$ cat config.mk
export PLATFORM = sky130hd
export DESIGN_NAME = video_capture_flat
export DESIGN_NICKNAME = d
export VERILOG_FILES = /design/src/rtl/video_capture_pkg.sv /design/src/rtl/video_capture_if.sv /design/src/rtl/video_capture_rgb2gray.sv /design/src/rtl/video_capture.sv /design/src/flat_wrapper.sv
export SDC_FILE = /design/constraint.sdc
export NUM_CORES = 1
export LEC_CHECK = 0
export CORE_ASPECT_RATIO = 1.25
export CORE_MARGIN = 2
export CORE_UTILIZATION = 30
export CTS_BUF_LIST = sky130_fd_sc_hd__clkbuf_4
export CTS_CLUSTER_DIAMETER = 60
export DETAILED_ROUTE_END_ITERATION = 7
export GPL_ROUTABILITY_DRIVEN = 0
export HOLD_SLACK_MARGIN = 0.03
export SYNTH_ARGS = -nofsm -noshare
export SYNTH_HDL_FRONTEND = slang
export SYNTH_SLANG_ARGS = --single-unit
$ cat constraint.sdc
create_clock -name clk -period 12.1 [get_ports clk]
set_clock_uncertainty 0.15 [all_clocks]
set_input_delay 1.21 -clock clk [delete_from_list [all_inputs] [get_ports clk]]
set_output_delay 1.21 -clock clk [all_outputs]
set_load 0.1 [all_outputs]
$ cat src/rtl/video_capture_pkg.sv
// Shared definitions for the frame-grabber: FSM states, luma weights and the
// reference 1080p timing constants used by stream sources.
package video_capture_pkg;

    typedef enum logic [1:0] {
        ST_IDLE,
        ST_WAIT_VS,
        ST_CAPTURE,
        ST_DONE
    } state_t;

    localparam int unsigned GRAY_COEF_R = 77;
    localparam int unsigned GRAY_COEF_G = 150;
    localparam int unsigned GRAY_COEF_B = 29;

    localparam int unsigned STD_H_ACTIVE = 1920;
    localparam int unsigned STD_H_FP     = 88;
    localparam int unsigned STD_H_SYNC   = 44;
    localparam int unsigned STD_H_BP     = 148;
    localparam int unsigned STD_V_ACTIVE = 1080;
    localparam int unsigned STD_V_FP     = 4;
    localparam int unsigned STD_V_SYNC   = 5;
    localparam int unsigned STD_V_BP     = 36;

endpackage

$ cat src/rtl/video_capture_if.sv
// Parallel RGB video stream with DE/HSYNC/VSYNC, as delivered by a camera or HDMI receiver.
interface video_capture_if;

    logic [7:0] r;
    logic [7:0] g;
    logic [7:0] b;
    logic       de;
    logic       hsync;
    logic       vsync;

    modport master (output r, g, b, de, hsync, vsync);
    modport slave  (input  r, g, b, de, hsync, vsync);

endinterface

$ cat src/rtl/video_capture_rgb2gray.sv
// Registered RGB to 8-bit luma: (77r + 150g + 29b) >> 8, truncated.
module rgb2gray
    import video_capture_pkg::*;
(
    input  logic       clk,
    input  logic       rst,
    input  logic [7:0] r_i,
    input  logic [7:0] g_i,
    input  logic [7:0] b_i,
    output logic [7:0] gray_o
);

    logic [15:0] acc;
    logic [7:0]  gray_q;

    // Weights sum to 256, so the 16-bit sum never overflows and grey maps to itself.
    always_comb begin
        acc = 16'(GRAY_COEF_R) * {8'd0, r_i}
            + 16'(GRAY_COEF_G) * {8'd0, g_i}
            + 16'(GRAY_COEF_B) * {8'd0, b_i};
    end

    always_ff @(posedge clk) begin
        if (rst) gray_q <= '0;
        else     gray_q <= 8'(acc >> 8);
    end

    assign gray_o = gray_q;

endmodule

$ cat src/rtl/video_capture.sv
// Single-frame grabber: crops an H x V window of the incoming stream to grey
// and writes it into the frame-buffer BRAM at line*H + column.
module video_capture
    import video_capture_pkg::*;
#(
    parameter int unsigned H           = 500,
    parameter int unsigned V           = 500,
    parameter int unsigned ADDR_W      = 19,
    parameter logic        SYNC_ACTIVE = 1'b1
) (
    input  logic              clk,
    input  logic              rst,
    video_capture_if.slave    vid,
    input  logic              start,
    output logic [ADDR_W-1:0] addra,
    output logic [7:0]        dina,
    output logic              wea,
    output logic              ena,
    output logic              busy,
    output logic              done,
    output logic              frame_err
);

    localparam int unsigned       XW     = $clog2(H + 1);
    localparam int unsigned       YW     = $clog2(V + 1);
    localparam logic [XW-1:0]     H_X    = XW'(H);
    localparam logic [YW-1:0]     V_LAST = YW'(V - 1);
    localparam logic [ADDR_W-1:0] H_A    = ADDR_W'(H);

    state_t            state_q, state_d;
    logic [7:0]        r1_q, g1_q, b1_q;
    logic              de1_q, de2_q, vs1_q, vs2_q;
    logic [XW-1:0]     x_q, x_d;
    logic [YW-1:0]     y_q, y_d;
    logic [ADDR_W-1:0] base_q, base_d, addr_q, addr_d;
    logic              wea_q, wea_d, ferr_q, ferr_d;
    logic              de_fall, vs_edge, in_window, line_done;

    always_ff @(posedge clk) begin
        if (rst) begin
            r1_q  <= '0;
            g1_q  <= '0;
            b1_q  <= '0;
            de1_q <= 1'b0;
            de2_q <= 1'b0;
            vs1_q <= SYNC_ACTIVE;
            vs2_q <= SYNC_ACTIVE;
        end else begin
            r1_q  <= vid.r;
            g1_q  <= vid.g;
            b1_q  <= vid.b;
            de1_q <= vid.de;
            de2_q <= de1_q;
            vs1_q <= vid.vsync;
            vs2_q <= vs1_q;
        end
    end

    assign vs_edge   = (vs1_q == SYNC_ACTIVE) && (vs2_q != SYNC_ACTIVE);
    assign de_fall   = de2_q && !de1_q;
    assign in_window = (x_q < H_X) && (y_q <= V_LAST);
    // A line end that completes the window wins over a coincident vsync edge.
    assign line_done = de_fall && (y_q == V_LAST);

    always_ff @(posedge clk) begin
        if (rst) state_q <= ST_IDLE;
        else     state_q <= state_d;
    end

    always_comb begin
        state_d = state_q;
        case (state_q)
            ST_IDLE:    if (start) state_d = ST_WAIT_VS;
            ST_WAIT_VS: if (vs_edge) state_d = ST_CAPTURE;
            ST_CAPTURE: if (line_done || vs_edge) state_d = ST_DONE;
            ST_DONE:    state_d = ST_IDLE;
            default:    state_d = ST_IDLE;
        endcase
    end

    always_comb begin
        x_d    = x_q;
        y_d    = y_q;
        base_d = base_q;
        ferr_d = ferr_q;
        addr_d = addr_q;
        wea_d  = 1'b0;
        case (state_q)
            ST_IDLE: begin
                if (start) begin
                    x_d    = '0;
                    y_d    = '0;
                    base_d = '0;
                    ferr_d = 1'b0;
                end
            end
            ST_CAPTURE: begin
                if (de1_q) begin
                    if (in_window) begin
                        wea_d  = 1'b1;
                        addr_d = base_q + ADDR_W'(x_q);
                    end
                    // Saturate at H so wide source lines cannot wrap back into the window.
                    if (x_q != H_X) x_d = x_q + 1'b1;
                end
                if (de_fall) begin
                    x_d    = '0;
                    y_d    = y_q + 1'b1;
                    base_d = base_q + H_A;
                end
                if (vs_edge && !line_done) ferr_d = 1'b1;
            end
            default: ;
        endcase
    end

    always_ff @(posedge clk) begin
        if (rst) begin
            x_q    <= '0;
            y_q    <= '0;
            base_q <= '0;
            addr_q <= '0;
            wea_q  <= 1'b0;
            ferr_q <= 1'b0;
        end else begin
            x_q    <= x_d;
            y_q    <= y_d;
            base_q <= base_d;
            addr_q <= addr_d;
            wea_q  <= wea_d;
            ferr_q <= ferr_d;
        end
    end

    rgb2gray u_gray (
        .clk    (clk),
        .rst    (rst),
        .r_i    (r1_q),
        .g_i    (g1_q),
        .b_i    (b1_q),
        .gray_o (dina)
    );

    assign addra     = addr_q;
    assign wea       = wea_q;
    assign ena       = wea_q;
    assign frame_err = ferr_q;
    assign busy      = (state_q == ST_WAIT_VS) || (state_q == ST_CAPTURE);
    assign done      = (state_q == ST_DONE);

endmodule

$ cat src/flat_wrapper.sv
// flat-port wrapper written by rule: the top's interface ports become plain ports
module video_capture_flat import video_capture_pkg::*;
#(
    parameter int unsigned H           = 500,
    parameter int unsigned V           = 500,
    parameter int unsigned ADDR_W      = 19,
    parameter logic        SYNC_ACTIVE = 1'b1
)
  (clk, rst, start, addra, dina, wea, ena, busy, done, frame_err, vid_r, vid_g, vid_b, vid_de, vid_hsync, vid_vsync);
  video_capture_if vid_i ();
  input  logic clk;
  input  logic rst;
  input  logic start;
  output logic [ADDR_W-1:0] addra;
  output logic [7:0] dina;
  output logic wea;
  output logic ena;
  output logic busy;
  output logic done;
  output logic frame_err;
  input wire logic [$bits(vid_i.r)-1:0] vid_r;
  input wire logic [$bits(vid_i.g)-1:0] vid_g;
  input wire logic [$bits(vid_i.b)-1:0] vid_b;
  input wire logic [$bits(vid_i.de)-1:0] vid_de;
  input wire logic [$bits(vid_i.hsync)-1:0] vid_hsync;
  input wire logic [$bits(vid_i.vsync)-1:0] vid_vsync;
  assign vid_i.r = vid_r;
  assign vid_i.g = vid_g;
  assign vid_i.b = vid_b;
  assign vid_i.de = vid_de;
  assign vid_i.hsync = vid_hsync;
  assign vid_i.vsync = vid_vsync;
  video_capture #(.H(H), .V(V), .ADDR_W(ADDR_W), .SYNC_ACTIVE(SYNC_ACTIVE)) u_core (.clk(clk), .rst(rst), .vid(vid_i), .start(start), .addra(addra), .dina(dina), .wea(wea), .ena(ena), .busy(busy), .done(done), .frame_err(frame_err));
endmodule
Run 1, routing congestion:
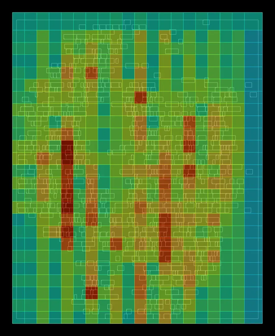
met3 usage: 2.04%
Total GRT Usage: 12.5%
met1 Usage GRT: 14.8%
end-of-flow core utilization: 35.1%

Run 1, metal 1:
(3 px per µm)
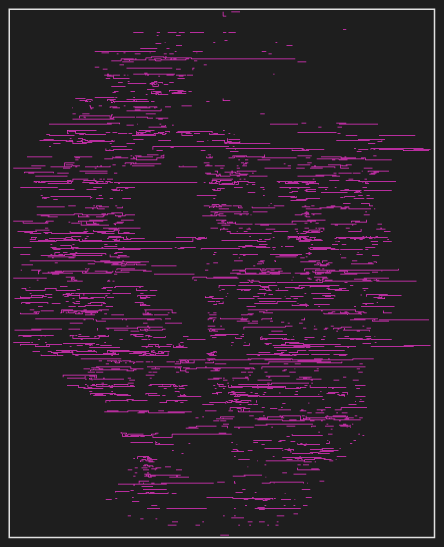
wire length on this layer: 6,030 µm
share of all routed wire: 43%
nets with wire on the layer: 910
longest straight run: 37.7 µm

Run 1, cell classes on the final placement:
(2 px per µm)
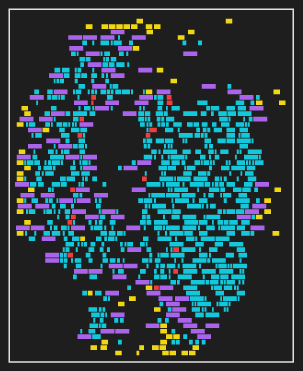
| color | class | cells | share of their area |
|---|---|---|---|
| cyan | combinational and other logic | 621 | 66% |
| purple | flops | 94 | 24% |
| red | clock drivers and dummy loads | 16 | 1.6% |
| yellow | other buffers and delay cells | 63 | 8.0% |

-- run 1: Yosys cell counts (all sizes together) (2+ instances only) --
library cell    n  area (µm²)
nand2          27         101
o21a            2        15.0
nand4           8        50.1
nand3b          3        22.5
dfxtp          94        1880
or2             3        18.8
nor3b           3        22.5
inv           104         390
nor2b          31         194
and3           10        67.6
ha             99        1240
a221oi          3        32.5
o21bai          4        30.0
nor4            2        18.8
clkbuf         12        46.3
or3             2        12.5
xor2           28         245
o211ai          2        15.0
nor3            9        70.1
o22ai           2        12.5
and2            4        25.0
o21ai           6        30.0
nand3          25         130
a21oi          32         186
nor4b           2        17.5
mux2i          10         100
fa             55        1100
nand4b          2        17.5
buf             5        36.3
a31oi           2        12.5
nand2b          3        18.8
or4             2        15.0
nor2           68         255
a211oi         14         138
a21o            8        62.6
xnor2          31         272
mux2            2        22.5
-- run 1: cells in the final DEF, fill, tap and decap left out, drive strengths merged, types with 28 or more instances in the layout --
| cell | count |
|---|---|
| a21oi | 32 |
| xnor2 | 31 |
| dfxtp | 94 |
| nor2 | 68 |
| fa | 55 |
| xor2 | 28 |
| clkdlybuf4s50 | 59 |
| inv | 107 |
| nor2b | 31 |
| ha | 99 |
-- run 1: layer usage --
layer | global-route usage (%) | up-vias | part of all wire (%)
met1 | 14.8 | 2388 | 43
met3 | 2.04 | 12 | 2.1
met2 | 22.8 | 40 | 54
met5 | 0 | - | 0
li1 | - | 2539 | -
met4 | 4.00 | 0 | 1.5
-- run 1: area by class of cell --
type	count	area, µm²	area share [%]
Timing Repair Buffer	63	618	7.64
Clock buffer	9	67.6	0.835
Tap cell	288	360	4.45
Antenna cell	2	5.00	0.0619
Multi-Input combinational cell	517	4710	58.2
Sequential cell	94	1880	23.3
Inverter	104	390	4.83
Clock inverter	7	56.3	0.696
==> summary.txt, run 1 <==
run metrics: outcome=complete, no violations, crit-path leading delay family=adder cells, Setup crit end=u_core.u_gray.gray_o[6], grt ovf=0, yosys simple share=approximately 15%, Hold/Removal Path Class=reg -> reg, synthesized flop and latch total=~94, Setup TNS=0 ps, ys flop type=dfxtp_1, ANT nets after route=0, Worst-path clk slew=about 170 ps, DR vias/cell=about 4.6, Clock Power Share=10.8%, Slew Limit Fails=0, nets@finish=973, hold buffers post-CTS=0, Setup WS pre-CTS=a little over 5000 ps, total die size=~25,000 µm², Max power group=combinational logic, area grow syn2layout=14.5%, Min Hold Slack=310 ps, buffers plus inverters on the worst setup path=4, Worst EP required=around 12,000 ps, first-pass GRT wire length=approximately 25 mm, Die H=roughly 180 µm, cells after synthesis=732, max reg flops=19, Max Buffers Root-to-Sink=2, worst path cell trace=ha_1 > ha_1 > inv_1 > fa_1 > fa_1 > inv_1 > ha_1 > and3_1 > a221oi_2 > xnor2_1 > ha_1 > fa_1 > inv_1 > fa_1 > fa_1 > inv_1 > ha_1 > nand3_1 > a221oi_1 > a221oi_1 > o21ai_0 > xnor2_1 > nor2_1, asr flop ratio synth=0%, vias in the first global route=slightly above 5,000, Placement Cell Area=about 8000 µm², CP max stage delay=approximately 560 ps, largest net degree at the start of global routing=about 73, Period minus WS final=7000 ps, Pleak=3.54 nW, Highest Clock Rate=about 0.14 GHz, placed insts=~1,100, initial antenna violation count=1, core box area=23,000 µm², Sw Share=approximately 50%, CP Class=reg -> reg, ys cells=~730, XOR/XNOR Fraction of Synth Area=7.31%, adder-cell area share of the yosys netlist=approximately a third, clk_lat worst skew=just under 500 ps, slowest CP cell=a221oi_1, Power Internal=0.788 mW, Setup crit end kind=flop, PnR worst setup slack=between 5000 and 6000 ps, Yosys Chip Area=7070 µm², CTS tree=yes, DRC Markers=0, hold path startpoint=u_core.vs1_q, clock sinks=between 90 and 100, Top logic family=adder cells, P_seq=about 0.38 mW, final setup fails=0, drt first pass iters=4, WP depth=23, worst slew pin tran=between 1000 and 1500 ps, syn_nets=between 900 and 1,000, via count=about 5,000, MUX area fraction=1.74%, num rows=62, Worst Path Arrival=approximately 7200 ps, Synth Seq Share=about a quarter, Ys Warns=0, P_sw=a little under 0.8 mW, Mapped Area=between 7000 and 8000 µm², flop-to-flop setup slack=roughly 5000 ps, max-cap check violation count=0, fin area=between 8000 and 9000 µm², Root Buffer=clkbuf_4, final cell count without fillers=1,084, reg-to-reg critical path startpoint=u_core.g1_q[4], CTS H-Tree Depth=3, number of enable flip-flop cells=0, # IOs=62, hpwl dp=about 11 mm, share of layout cells above drive strength 1=under 10%, routed len/inst=13.0 µm, worst-path fanout max=5, Pwr Density=194 nW/µm², Rel. slew slack=32.9%, Port Buf Inserts=60, Clk. pwr=0.170 mW, Synth Area in Compound Gates=under 10%, CP Launch Type=flop, worst setup path start=u_core.g1_q[4], RSZ-0062 raised after global routing=no, Post-CTS Setup Bufs=0, DR iter-0 viols=roughly 170, Logic pwr share=approximately two thirds, P_comb=slightly above 1 mW, Post-Route WL=14.1 mm, Die Wd=around 140 µm, Num CTS Buffers=9, Resize count post-CTS=0, FILL cells=approximately 2,400, worst r2r path cells=23
Run 1, zoomed window:
Region (23, 119) to (48, 144) µm. Cells in gray, sequential cells in the stronger gray; small squares are vias.
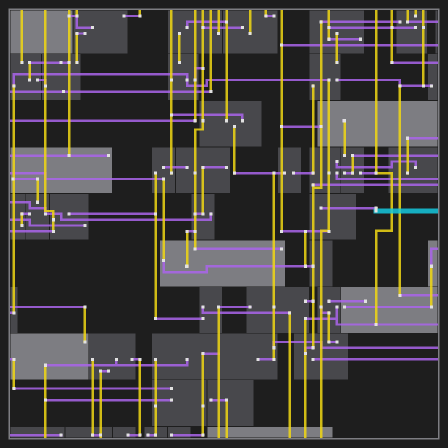

==> run 1 -> run 2 <==
clock period = 7.14 ns   (was 12.1 ns; I/O delays follow)
Run 2, zoomed window:
Region (23, 119) to (48, 144) µm. Cells in gray, sequential cells in the stronger gray; small squares are vias.
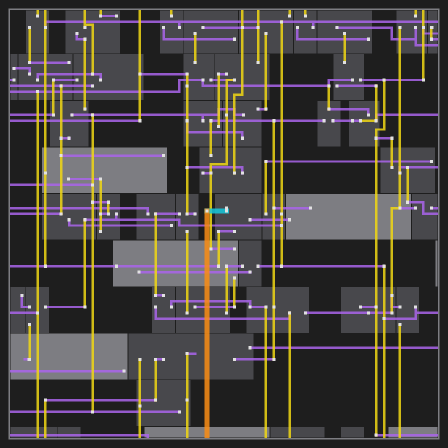
| color | layer |
|---|---|
| orange | metal 4 |
| cyan | metal 3 |
| yellow | metal 2 |
| purple | metal 1 |
most frequent: nor2_1 (9)
cells with their middle in the window: 40
sequential cells in the window: 4
netlist names of flops here include: u_core.base_q (4)

Run 2, drive-strength map:
(2 px per µm)
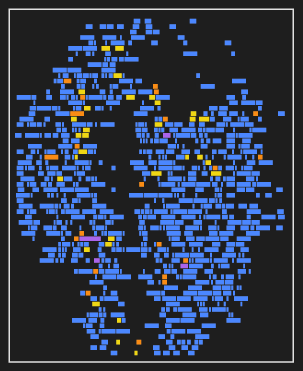
| color | size | cells | share |
|---|---|---|---|
| orange | _3 and _4 cells | 21 | 2.6% |
| purple | _6 and larger | 4 | 0.50% |
| blue | _0 and _1 cells | 742 | 93% |
| yellow | _2 cells | 31 | 3.9% |

==> run 2 against run 1 <==
Critical path depth rose by 1. Final cell count rose by 0.28%. Maximum frequency rose by 5.0%. Non-clock buffer count rose by 4. Total power rose by 73%. Routed wire length barely moved. Clock-buffer cell count did not move. Largest cell class unchanged. Setup slack got worse by 4600 ps. Via count rose by 0.10%. Clock power rose by 91%. Combinational power rose by 72%.
==> summary.txt, run 2 <==
run metrics: outcome=complete, no violations, Highest Clock Rate=0.150 GHz (+5.0%), Die H=176 µm (unchanged), worst ir drop on vdd=around 0.14 mV, share of layout cells above drive strength 1=7.02% (+0.72 points), synthesized flop and latch total=94 (unchanged), routed len/inst=13.0 µm (-0.25%), worst r2r path cells=24 (+4.3%), via count=4,984 (+0.10%), commonest cells in the netlist=inv_1, ha_1, dfxtp_1, Max Buffers Root-to-Sink=2 (unchanged), first-pass GRT wire length=24.8 mm (-0.36%), Post-CTS Setup Bufs=0 (unchanged), Num CTS Buffers=9 (unchanged), vias in the first global route=5,292 (+2.7%), syn_area_per_cell=9.65 µm², initial antenna violation count=1 (unchanged), cycle use final=~93%, Die Wd=141 µm (unchanged), PnR worst setup slack=476 ps (-4630 ps), Pwr Density=334 nW/µm² (+72%), syn_nets=916 (unchanged), total die size=24,800 µm² (unchanged), Setup WS pre-CTS=284 ps (-4750 ps), CP max stage delay=550 ps (about the same), post-synthesis cell type count=about 63, post-synth top area share=26.6% (unchanged), ANT nets after route=0 (unchanged), asr flop ratio synth=0% (unchanged), Post-Route WL=14.1 mm (about the same), Min Hold Slack=312 ps (+1.24 ps), Ys Warns=0 (unchanged), count leader, synth=inv_1, Port Buf Inserts=60 (unchanged), number of enable flip-flop cells=0 (unchanged), Setup TNS=0 ps (unchanged), dominant logic cell type in the layout=inv_1, clk_lat worst skew=500 ps (about the same), worst slew pin tran=996 ps (-7.02 ps), Synth Seq Share=26.6% (unchanged), max-cap check violation count=0 (unchanged), Pleak=3.58 nW (+1.0%), Hold/Removal Path Class=reg -> reg, DR iter-0 viols=146 (-14%), Setup crit end=u_core.u_gray.gray_o[6], Worst EP required=7360 ps (-4960 ps), Yosys Chip Area=7070 µm² (unchanged), worst-path fanout max=5 (unchanged), Setup crit end kind=flop, Hold Path Sink=u_core.vs2_q, nets@finish=977 (+0.41%), post-synth top area cell=dfxtp_1, worst setup path start=u_core.g1_q[6], Total Power=between 2 and 3 mW, largest net degree at the start of global routing=73 (unchanged), # IOs=62 (unchanged), final setup fails=0 (unchanged), grt ovf=0 (unchanged), FP Core Util=between 30% and 40%, worst path cell trace=ha_1 > ha_1 > inv_1 > fa_1 > fa_1 > inv_1 > ha_1 > and3_1 > a221oi_2 > xnor2_1 > ha_1 > fa_1 > inv_1 > fa_1 > fa_1 > inv_1 > ha_1 > nand3_1 > a221oi_1 > buf_4 > a221oi_2 > o21ai_0 > xnor2_1 > nor2_1, CP Class=reg -> reg, tool warnings=32, core box area=23,000 µm² (unchanged), Slew Limit Fails=0 (unchanged), placed insts=1,070 (+0.38%), Worst-path clk slew=160 ps (about the same), Rel. slew slack=33.4% (+0.47 points), cells after synthesis=732 (unchanged), Root Buffer=clkbuf_4, FILL cells=2,367 (+0.38%), hold buffers post-CTS=0 (unchanged), ys cells=732 (unchanged), final hold viol count=0, CTS H-Tree Depth=3 (unchanged), most frequent cells in the layout=inv_1, ha_1, dfxtp_1, nor2_1, clkdlybuf4s50_1, DRC Markers=0 (unchanged), hpwl dp=11.2 mm (+0.54%), drt first pass iters=4 (unchanged), flop-to-flop setup slack=480 ps (-4630 ps), Hold Crit Depth=1, Period minus WS final=6660 ps (-332 ps), Mapped Area=7070 µm² (unchanged), hold path startpoint=u_core.vs1_q, area grow syn2layout=15.3%, Total GRT Usage=12.5% (about the same), CP Launch Type=flop, clock sinks=94 (unchanged), ys flop type=dfxtp_1, Worst Path Arrival=6890 ps (-330 ps), slowest CP cell=fa_1, reg-to-reg critical path startpoint=u_core.g1_q[6], Synth area leaders=dfxtp_1, ha_1, fa_1, DR vias/cell=4.59 (-0.18%), RR Endpoint=u_core.u_gray.gray_o[6], final cell count without fillers=1,087 (+0.28%), num rows=62 (unchanged), RSZ-0062 raised after global routing=no, CTS tree=yes, max reg flops=19 (unchanged)
-- run 2: cell counts after synthesis --
Identical to the previous run, type by type.
-- run 2: worst max-delay path: cells and delay by family, from the launching register on --
family	cells	cell delay, ps
AOI/OAI and AO/OA	4	950
xor gates and xnor gates	2	320
adders and majority gates	10	4000
buffers and inverters	5	350
DFF	1	420
and+or+nand+nor	3	350
-- run 2: power by group --
part	internal (mW)	switching (mW)	leakage (nW)	total [mW]
combinational	0.682	1.07	2.74	1.75
clock	0.112	0.213	0.0764	0.325
sequential	0.589	0.0552	0.768	0.644
total	1.38	1.34	3.58	2.72
-- run 2: metal layers --
layer	vias to the layer above	routed length [µm]	GRT usage (%)
met2	38	7510	23.3
li1	2547	-	-
met3	14	251	1.94
met1	2385	6090	14.4
met4	0	238	4.21
met5	-	0	0
-- run 2: cell type report --
class	instances	area [µm²]	area share, %
antenna	1	2.50	0.0307
clock buffer	9	67.6	0.829
clock inverter	7	81.3	0.998
inverter	104	390	4.79
multi-input combinational	517	4720	57.9
sequential	94	1880	23.1
tap	288	360	4.42
timing repair buffer	67	648	7.95
-- run 2: timing repair --
item,in CTS,in global routing
resized,0,1
endpoints found under the setup margin,0,1
hold endpoints to repair,0,0
-- run 2: logic make-up after synthesis --
family | after synthesis | synth area share, %
compound gates | 86 | 9.28
xor+xnor | 59 | 7.31
fa+ha+maj | 154 | 33.1
buf+inv | 121 | 6.69
flops | 94 | 26.6
mux | 12 | 1.74
simple gates | 206 | 15.2
-- run 2: per-stage QoR --
step,utilization (%),instance area (µm²)
after floorplan,-,7070
after global placement,34.7,7990
after detailed placement,34.7,7990
after CTS,35.3,8140
after global routing,35.4,8150
final,35.4,8150
Run 2, cell classes on the final placement:
(2 px per µm)
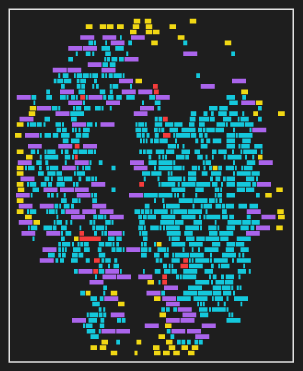

==> run 2 -> run 3 <==
REMOVE_ABC_BUFFERS = 1   (was unset)
Run 3, cell classes on the final placement:
(2 px per µm)
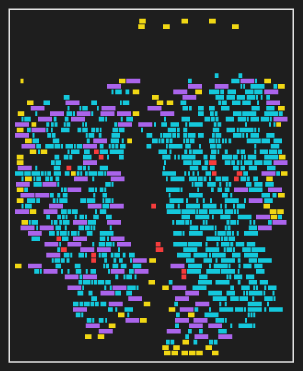
| color | class | cells | share of their area |
|---|---|---|---|
| purple | flops | 94 | 24% |
| red | clock drivers and dummy loads | 16 | 1.7% |
| cyan | combinational and other logic | 621 | 66% |
| yellow | other buffers and delay cells | 64 | 8.1% |
register share of the cell area: 23.2%
fin area: 8110 µm²

==> run 3 against run 2 <==
Core utilization down 0.15 points. Routed wire length up 2.1%. First-iteration DRC count grew 21%. Clock-buffer cell count rose by 1. Via count grew 0.60%.
==> summary.txt, run 3 <==
run metrics: outcome=complete, no violations, Resize count post-CTS=0 (unchanged), cells after synthesis=732 (unchanged), worst slew pin tran=1010 ps (+12.7 ps), Setup crit end kind=flop, Total Power=2.69 mW (-1.2%), hpwl dp=11.5 mm (+2.4%), cycle use final=94.5% (+1.2 points), # IOs=62 (unchanged), buffers plus inverters on the worst setup path=4 (-1), Worst EP required=7430 ps (+70 ps), hold buffers post-CTS=0 (unchanged), met2 WL=7.96 mm (+5.9%), ys cells=732 (unchanged), Pleak=3.56 nW (-0.67%), Ys Warns=0 (unchanged), Port Buf Inserts=60 (unchanged), total die size=24,800 µm² (unchanged), flop-to-flop setup slack=390 ps (-90 ps), RSZ-0062 raised after global routing=no, reg-to-reg critical path startpoint=u_core.g1_q[6], Met3 Routed Length=422 µm (+68%), worst path cell trace=ha_1 > ha_1 > inv_1 > fa_1 > fa_1 > inv_1 > ha_1 > and3_1 > a221oi_2 > xnor2_1 > ha_1 > fa_1 > inv_1 > fa_1 > fa_1 > inv_1 > ha_1 > nand3_1 > a221oi_2 > nand2_1 > mux2_2 > a21o_2 > a21oi_2, dominant logic cell type in the layout=inv_1, ys flop type=dfxtp_1, DR vias/cell=4.63 (+0.88%), Hold Path Sink=u_core.vs2_q, final setup fails=0 (unchanged), Highest Clock Rate=0.148 GHz (-1.3%), CTS tree=yes, Die Wd=141 µm (unchanged), synthesized flop and latch total=94 (unchanged), Post-CTS Setup Bufs=0 (unchanged), Hold/Removal Path Class=reg -> reg, max reg flops=19 (unchanged), Setup TNS=0 ps (unchanged), worst-path fanout max=5 (unchanged), Pwr Density=332 nW/µm² (-0.73%), final hold viol count=0 (unchanged), Num CTS Buffers=9 (unchanged), Hold Crit Depth=1 (unchanged), end-of-flow core utilization=35.2% (-0.15 points), Rel. slew slack=32.6% (-0.85 points), Slew Limit Fails=0 (unchanged), num rows=62 (unchanged), max-cap check violation count=0 (unchanged), FP Core Util=30.7% (unchanged), hold path startpoint=u_core.vs1_q, Synth Seq Share=26.6% (unchanged), vias in the first global route=5,137 (-2.9%), final cell count without fillers=1,084 (-0.28%), Total GRT Usage=12.5% (about the same), Mapped Area=7070 µm² (unchanged), PnR worst setup slack=389 ps (-86.4 ps), worst ir drop on vdd=0.266 mV (+90%), DR iter-0 viols=177 (+21%), routed len/inst=13.3 µm (+2.4%), CP Class=reg -> reg, Synth area leaders=dfxtp_1, ha_1, fa_1, ANT nets after route=0 (unchanged), Worst Path Arrival=7040 ps (+150 ps), post-synthesis cell type count=63 (unchanged), DRT met1 WL=5.85 mm (-4.1%), CP Launch Type=flop, Yosys Chip Area=7070 µm² (unchanged), most frequent cells in the layout=inv_1, ha_1, dfxtp_1, nor2_1, clkdlybuf4s50_1, Max Buffers Root-to-Sink=2 (unchanged), Die H=176 µm (unchanged), crit-path leading delay family=adder cells, DR top layer=met4, clock sinks=94 (unchanged), nets@finish=974 (-0.31%), asr flop ratio synth=0% (unchanged), Setup WS pre-CTS=181 ps (-103 ps), DRC Markers=0 (unchanged), CP max stage delay=550 ps (about the same), clk_lat worst skew=490 ps (about the same), share of layout cells above drive strength 1=6.79% (-0.23 points), post-synth top area share=26.6% (unchanged), Root Buffer=clkbuf_4, Min Hold Slack=316 ps (+4.90 ps), RR Endpoint=u_core.u_gray.gray_o[7], syn_area_per_cell=9.65 µm² (unchanged), Placement Cell Area=7970 µm² (-0.28%), first-pass GRT wire length=24.7 mm (-0.58%), area grow syn2layout=14.8%, largest net degree at the start of global routing=41 (-44%), Worst-path clk slew=190 ps (+30 ps), number of enable flip-flop cells=0 (unchanged), slowest CP cell=fa_1, count leader, synth=inv_1, initial antenna violation count=1 (unchanged), CTS H-Tree Depth=3 (unchanged), core box area=23,000 µm² (unchanged), worst r2r path cells=23 (-4.2%)
Run 3, metal 1:
(3 px per µm)
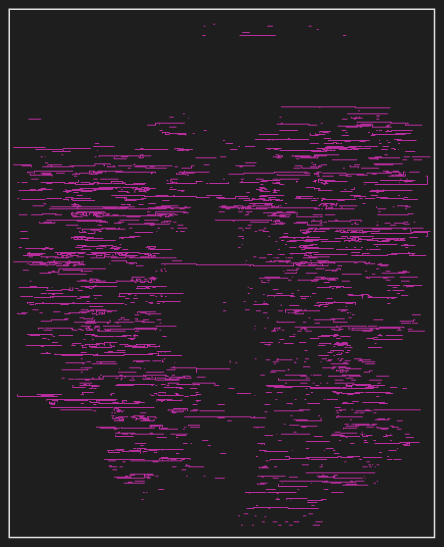
share of all routed wire: 41%
longest straight run: 30.4 µm
main direction: horizontal
wire length on this layer: 5,850 µm
nets with wire on the layer: 895
met1 Usage GRT: 13.7%
Post-Route WL: 14.4 mm
via count: 5,014

run 3: cells by family after synthesis:
group	count (synthesis)	synth area share [%]
fa+ha+maj	154	33.1
mux	12	1.74
buf+inv	121	6.69
simple gates	206	15.2
compound gates	86	9.28
flops	94	26.6
xor+xnor	59	7.31
run 3: area by class of cell:
cell class	instances	area, µm²
tap	288	360
multi-input combinational	517	4720
antenna	1	2.50
fill	2380	14900
sequential	94	1880
clock inverter	6	55.1
timing repair buffer	64	626
clock buffer	10	75.1
inverter	104	390
run 3: how the worst max path moves through the flow:
stage                        start                       to  depth (start not counted)  slack, ps
floorplan           u_core.g1_q[4]  u_core.u_gray.gray_o[6]                         23        790
global placement    u_core.g1_q[6]  u_core.u_gray.gray_o[6]                         23        230
detailed placement  u_core.g1_q[6]  u_core.u_gray.gray_o[6]                         23        180
CTS                 u_core.g1_q[6]  u_core.u_gray.gray_o[6]                         23        160
global route        u_core.g1_q[5]  u_core.u_gray.gray_o[6]                         23         70
finish              u_core.g1_q[6]  u_core.u_gray.gray_o[7]                         23        390
run 3: power breakdown:
group          switching, mW  internal [mW]  total [mW]
clock                  0.207         0.0823       0.290
sequential            0.0557          0.589       0.644
combinational           1.08          0.679        1.76
total                   1.34           1.35        2.69
run 3: metal layers:
layer / up-vias / GRT usage, %
li1: 2541 / -
met1: 2408 / 13.7
met2: 49 / 24.1
met3: 16 / 2.84
met4: 0 / 2.75
met5: - / 0
No activity file was given, so power comes from the tool's default toggle rates.
